**src/rtl/cpu_bus_if.sv**
```systemverilog
// cpu_bus_if: stage-side initiator for the scratch-pad memory and system bus.
// SPM accesses are combinational; bus accesses run a req/grant/ready FSM.
module cpu_bus_if #(
  parameter int         ADDR_W     = 30,
  parameter int         DATA_W     = 32,
  parameter int         SPM_ADDR_W = 12,
  parameter logic [2:0] SPM_SEL    = 3'b011
) (
  input  logic              clk,
  input  logic              reset_n,
  input  logic              stall,
  input  logic              flush,
  input  logic [ADDR_W-1:0] addr,
  input  logic              as_n,
  input  logic              rw,
  input  logic [DATA_W-1:0] wr_data,
  output logic [DATA_W-1:0] rd_data,
  output logic              busy,
  input  logic [DATA_W-1:0] spm_rd_data,
  output logic [SPM_ADDR_W-1:0] spm_addr,
  output logic              spm_as_n,
  output logic              spm_rw,
  output logic [DATA_W-1:0] spm_wr_data,
  output logic              bus_req_n,
  input  logic              bus_grnt_n,
  output logic [ADDR_W-1:0] bus_addr,
  output logic              bus_as_n,
  output logic              bus_rw,
  output logic [DATA_W-1:0] bus_wr_data,
  input  logic [DATA_W-1:0] bus_rd_data,
  input  logic              bus_rdy_n
);

  localparam logic READ = 1'b1;

  typedef enum logic [2:0] {
    IDLE, SPM_RD, REQ, ACCESS, WAIT
  } state_t;

  state_t            state;
  logic [DATA_W-1:0] rd_buf;
  logic              is_spm;
  logic              accept;
  logic              spm_acc;
  logic              bus_acc;

  assign is_spm  = addr[ADDR_W-1 -: 3] == SPM_SEL;
  assign accept  = reset_n && (state == IDLE) && !as_n && !flush;
  assign spm_acc = accept && is_spm;
  assign bus_acc = accept && !is_spm;

  assign spm_as_n    = !spm_acc;
  assign spm_addr    = addr[SPM_ADDR_W-1:0];
  assign spm_rw      = rw;
  assign spm_wr_data = wr_data;

  always_comb begin
    busy    = 1'b0;
    rd_data = rd_buf;
    unique case (state)
      IDLE:    busy = bus_acc || (spm_acc && rw == READ);
      SPM_RD:  rd_data = spm_rd_data;
      REQ:     busy = 1'b1;
      ACCESS: begin
        busy = bus_rdy_n;
        if (!bus_rdy_n) rd_data = bus_rd_data;
      end
      WAIT:    busy = 1'b0;
      default: busy = 1'b0;
    endcase
  end

  always_ff @(posedge clk or negedge reset_n) begin
    if (!reset_n) begin
      state       <= IDLE;
      rd_buf      <= '0;
      bus_req_n   <= 1'b1;
      bus_as_n    <= 1'b1;
      bus_rw      <= READ;
      bus_addr    <= '0;
      bus_wr_data <= '0;
    end else begin
      unique case (state)
        IDLE: begin
          unique case (1'b1)
            spm_acc && rw == READ: state <= SPM_RD;
            bus_acc: begin
              bus_req_n   <= 1'b0;
              bus_addr    <= addr;
              bus_rw      <= rw;
              bus_wr_data <= wr_data;
              state       <= REQ;
            end
            default: state <= IDLE;
          endcase
        end
        SPM_RD: begin
          rd_buf <= spm_rd_data;
          state  <= stall ? WAIT : IDLE;
        end
        REQ: begin
          if (!bus_grnt_n) begin
            bus_as_n <= 1'b0;
            state    <= ACCESS;
          end
        end
        ACCESS: begin
          bus_as_n <= 1'b1;
          if (!bus_rdy_n) begin
            bus_req_n <= 1'b1;
            if (bus_rw == READ) rd_buf <= bus_rd_data;
            state <= stall ? WAIT : IDLE;
          end
        end
        // hold off re-issue of a request the stalled stage still presents
        WAIT: if (!stall) state <= IDLE;
        default: state <= IDLE;
      endcase
    end
  end

endmodule
```
**config.mk**
```make
export PLATFORM = sky130hd
export DESIGN_NAME = cpu_bus_if
export DESIGN_NICKNAME = d
export VERILOG_FILES = /design/src/rtl/cpu_bus_if.sv
export SDC_FILE = /design/constraint.sdc
export NUM_CORES = 1
export LEC_CHECK = 0
export CAP_MARGIN = 10
export CELL_PAD_IN_SITES_DETAIL_PLACEMENT = 0
export CELL_PAD_IN_SITES_GLOBAL_PLACEMENT = 1
export CORE_MARGIN = 4
export CORE_UTILIZATION = 30
export CTS_BUF_LIST = sky130_fd_sc_hd__clkbuf_16
export CTS_CLUSTER_DIAMETER = 50
export DETAILED_ROUTE_END_ITERATION = 7
export GPL_TIMING_DRIVEN = 0
export PLACE_DENSITY_LB_ADDON = 0.1
export SLEW_MARGIN = 20
export SYNTH_ARGS = -nofsm -noshare
export SYNTH_HDL_FRONTEND = slang
export SYNTH_SLANG_ARGS = --single-unit
export TNS_END_PERCENT = 50
```
**constraint.sdc**
```tcl
create_clock -name clk -period 1.8 [get_ports clk]
set_input_delay 0.36 -clock clk [delete_from_list [all_inputs] [get_ports clk]]
set_output_delay 0.36 -clock clk [all_outputs]
set_load 0.1 [all_outputs]
```
==> flow_metrics.tcl <==
# flow metrics
set metrics [dict create \
    antenna_left 0 \
    pin_count 278 \
    nClkBuffers 9 \
    r2r-start "state[0]" \
    grt_setup_unrepaired "true" \
    grt_max_degree 54 \
    final_nets 846 \
    signal_buffers 374 \
    path_delay_family "buffers and inverters" \
    post_drt_wl_per_cell_um 19.2 \
    vias_per_cell 4.77 \
    edf_count 0 \
    antenna_found_initial 0 \
    worst_path_largest_cell_delay_ps 450 \
    flop-count 100 \
    busiest_layer "met2" \
    dominant_cells "buffers" \
    area_growth_pct 81.5 \
    postPlaceCellArea_mm2 0.00864 \
    yosysWarnings 0 \
    common_cells "dfrtp_1 (97), mux2_2 (78), buf_4 (48), mux2_4 (38), a221o_1 (32)" \
    biggestRegsByFlops "bus_wr_data x32, rd_buf x32, bus_addr x30" \
    cts.clk_slew.worst_paths_ps 70 \
    syn_area_per_cell_um2 13.4 \
    synth_top_cell_by_area "dfrtp_1" \
    layout_setup_ws_ps -562 \
    yosysUniqueCellTypes 33 \
    wl_met2_mm 9.22 \
    tap_cells 225 \
    synthesis.area_mm2 0.00535 \
    fin_crit_sh 1.31 \
    ff_type "dfrtp_1" \
    relSlewSlack 0.616 \
    buf_share 0.403 \
    aoi_share 0.0751 \
    worstPathArrival_ps 2000 \
    ys_top_logic_family "multiplexers" \
    post_cts_buffers 15 \
    required_ps 1440 \
    routabilityCongestion 0.737 \
    grt_util_met2 0.301 \
    max_freq_mhz 423 \
    adder_share 0 \
    reg2reg_depth 7 \
    violations "negative hold slack, negative setup slack" \
    critical_path.max_fanout 7 \
    fin_skew_ps 4.70 \
    dp_hpwl_mm 13.0 \
    grt_pass1_wl_mm 27.5 \
    crit_path_end_kind "primary output" \
    regArea_mm2 0.00251 \
    setup_violations 45 \
    grt_pass1_vias 5009 \
    dp_slack_ps -1710 \
    path_depth 6 \
    drt_iter0_markers 161 \
    slew_viol_final 0 \
    finalHoldViolCount 51 \
    met1_usage 0.206 \
    holdWs_ps -94.8 \
    inverters 3 \
    drive_gt1_frac 0.615 \
    status "finished, violations left" \
    xor_area_frac 0 \
    yosysMostFrequentCell "dfrtp_1" \
    comb_cells 224 \
    crit_chain "and3b_1, buf_6, clkbuf_16, and3_4, a221o_4, buf_12" \
]
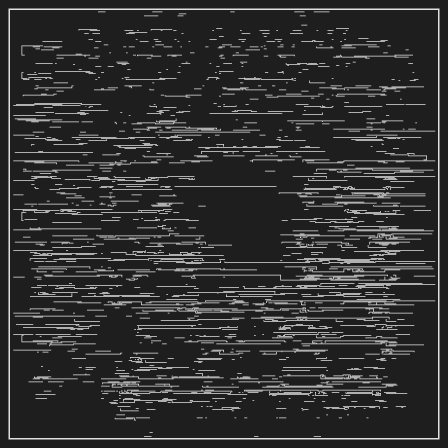
(M1 wires)
717 nets have wire on it. The layer carries 7150 µm of wire. The layer holds 40% of the routed length. The wires run mostly horizontal. The longest straight run is 39.6 µm.

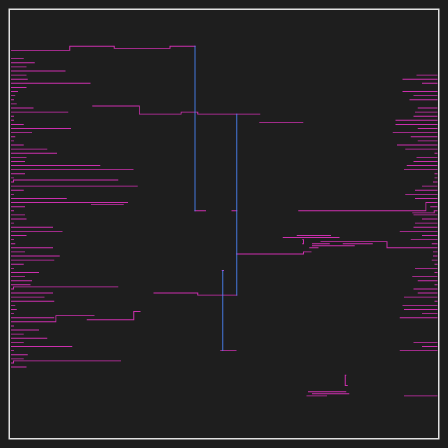
(metal layers overlaid)
Only two layers are drawn.
Key: metal 4 = blue [wire length 141 µm]; metal 3 = magenta [wire length 1580 µm]

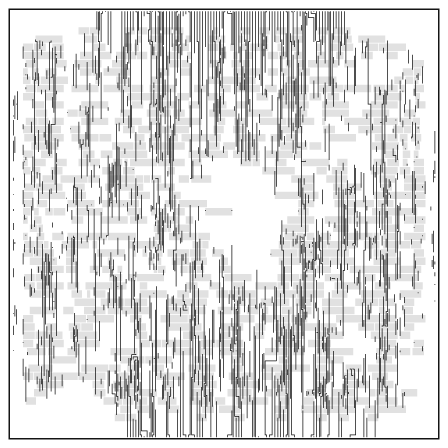
(the metal 2 layer)
The longest straight run is 55.2 µm. The wires run mostly vertical. The layer carries 9220 µm of wire. The layer holds 51% of the routed length.

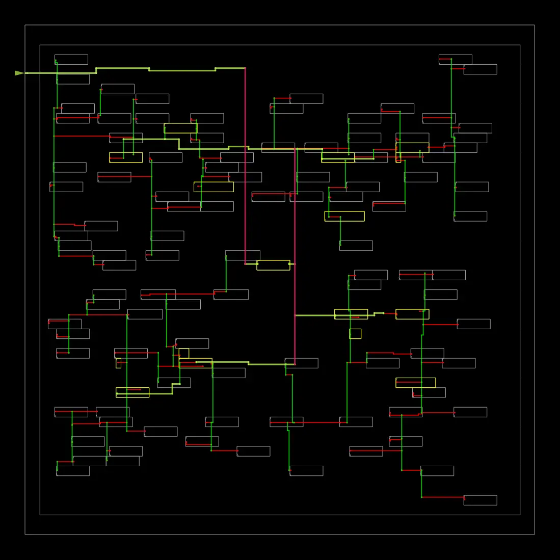
(clock routing)
clock sink count: 100
Clk Latency, worst-skew pair: 340 ps

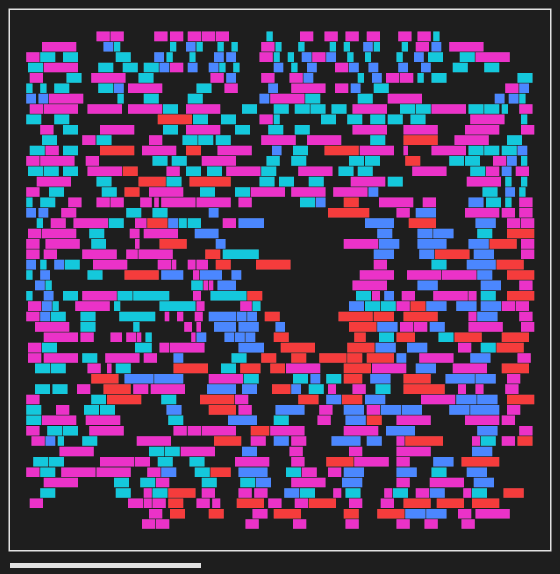
(cell sizes after repair)
Bar = 50 µm.
Key: _0 and _1 cells = magenta [cells 276, most used clkdlybuf4s50_1]; _3 and _4 cells = blue [cells 141, most used buf_4]; _2 cells = cyan [cells 217, most used mux2_2]; _6 and larger = red [cells 83, most used buf_12]

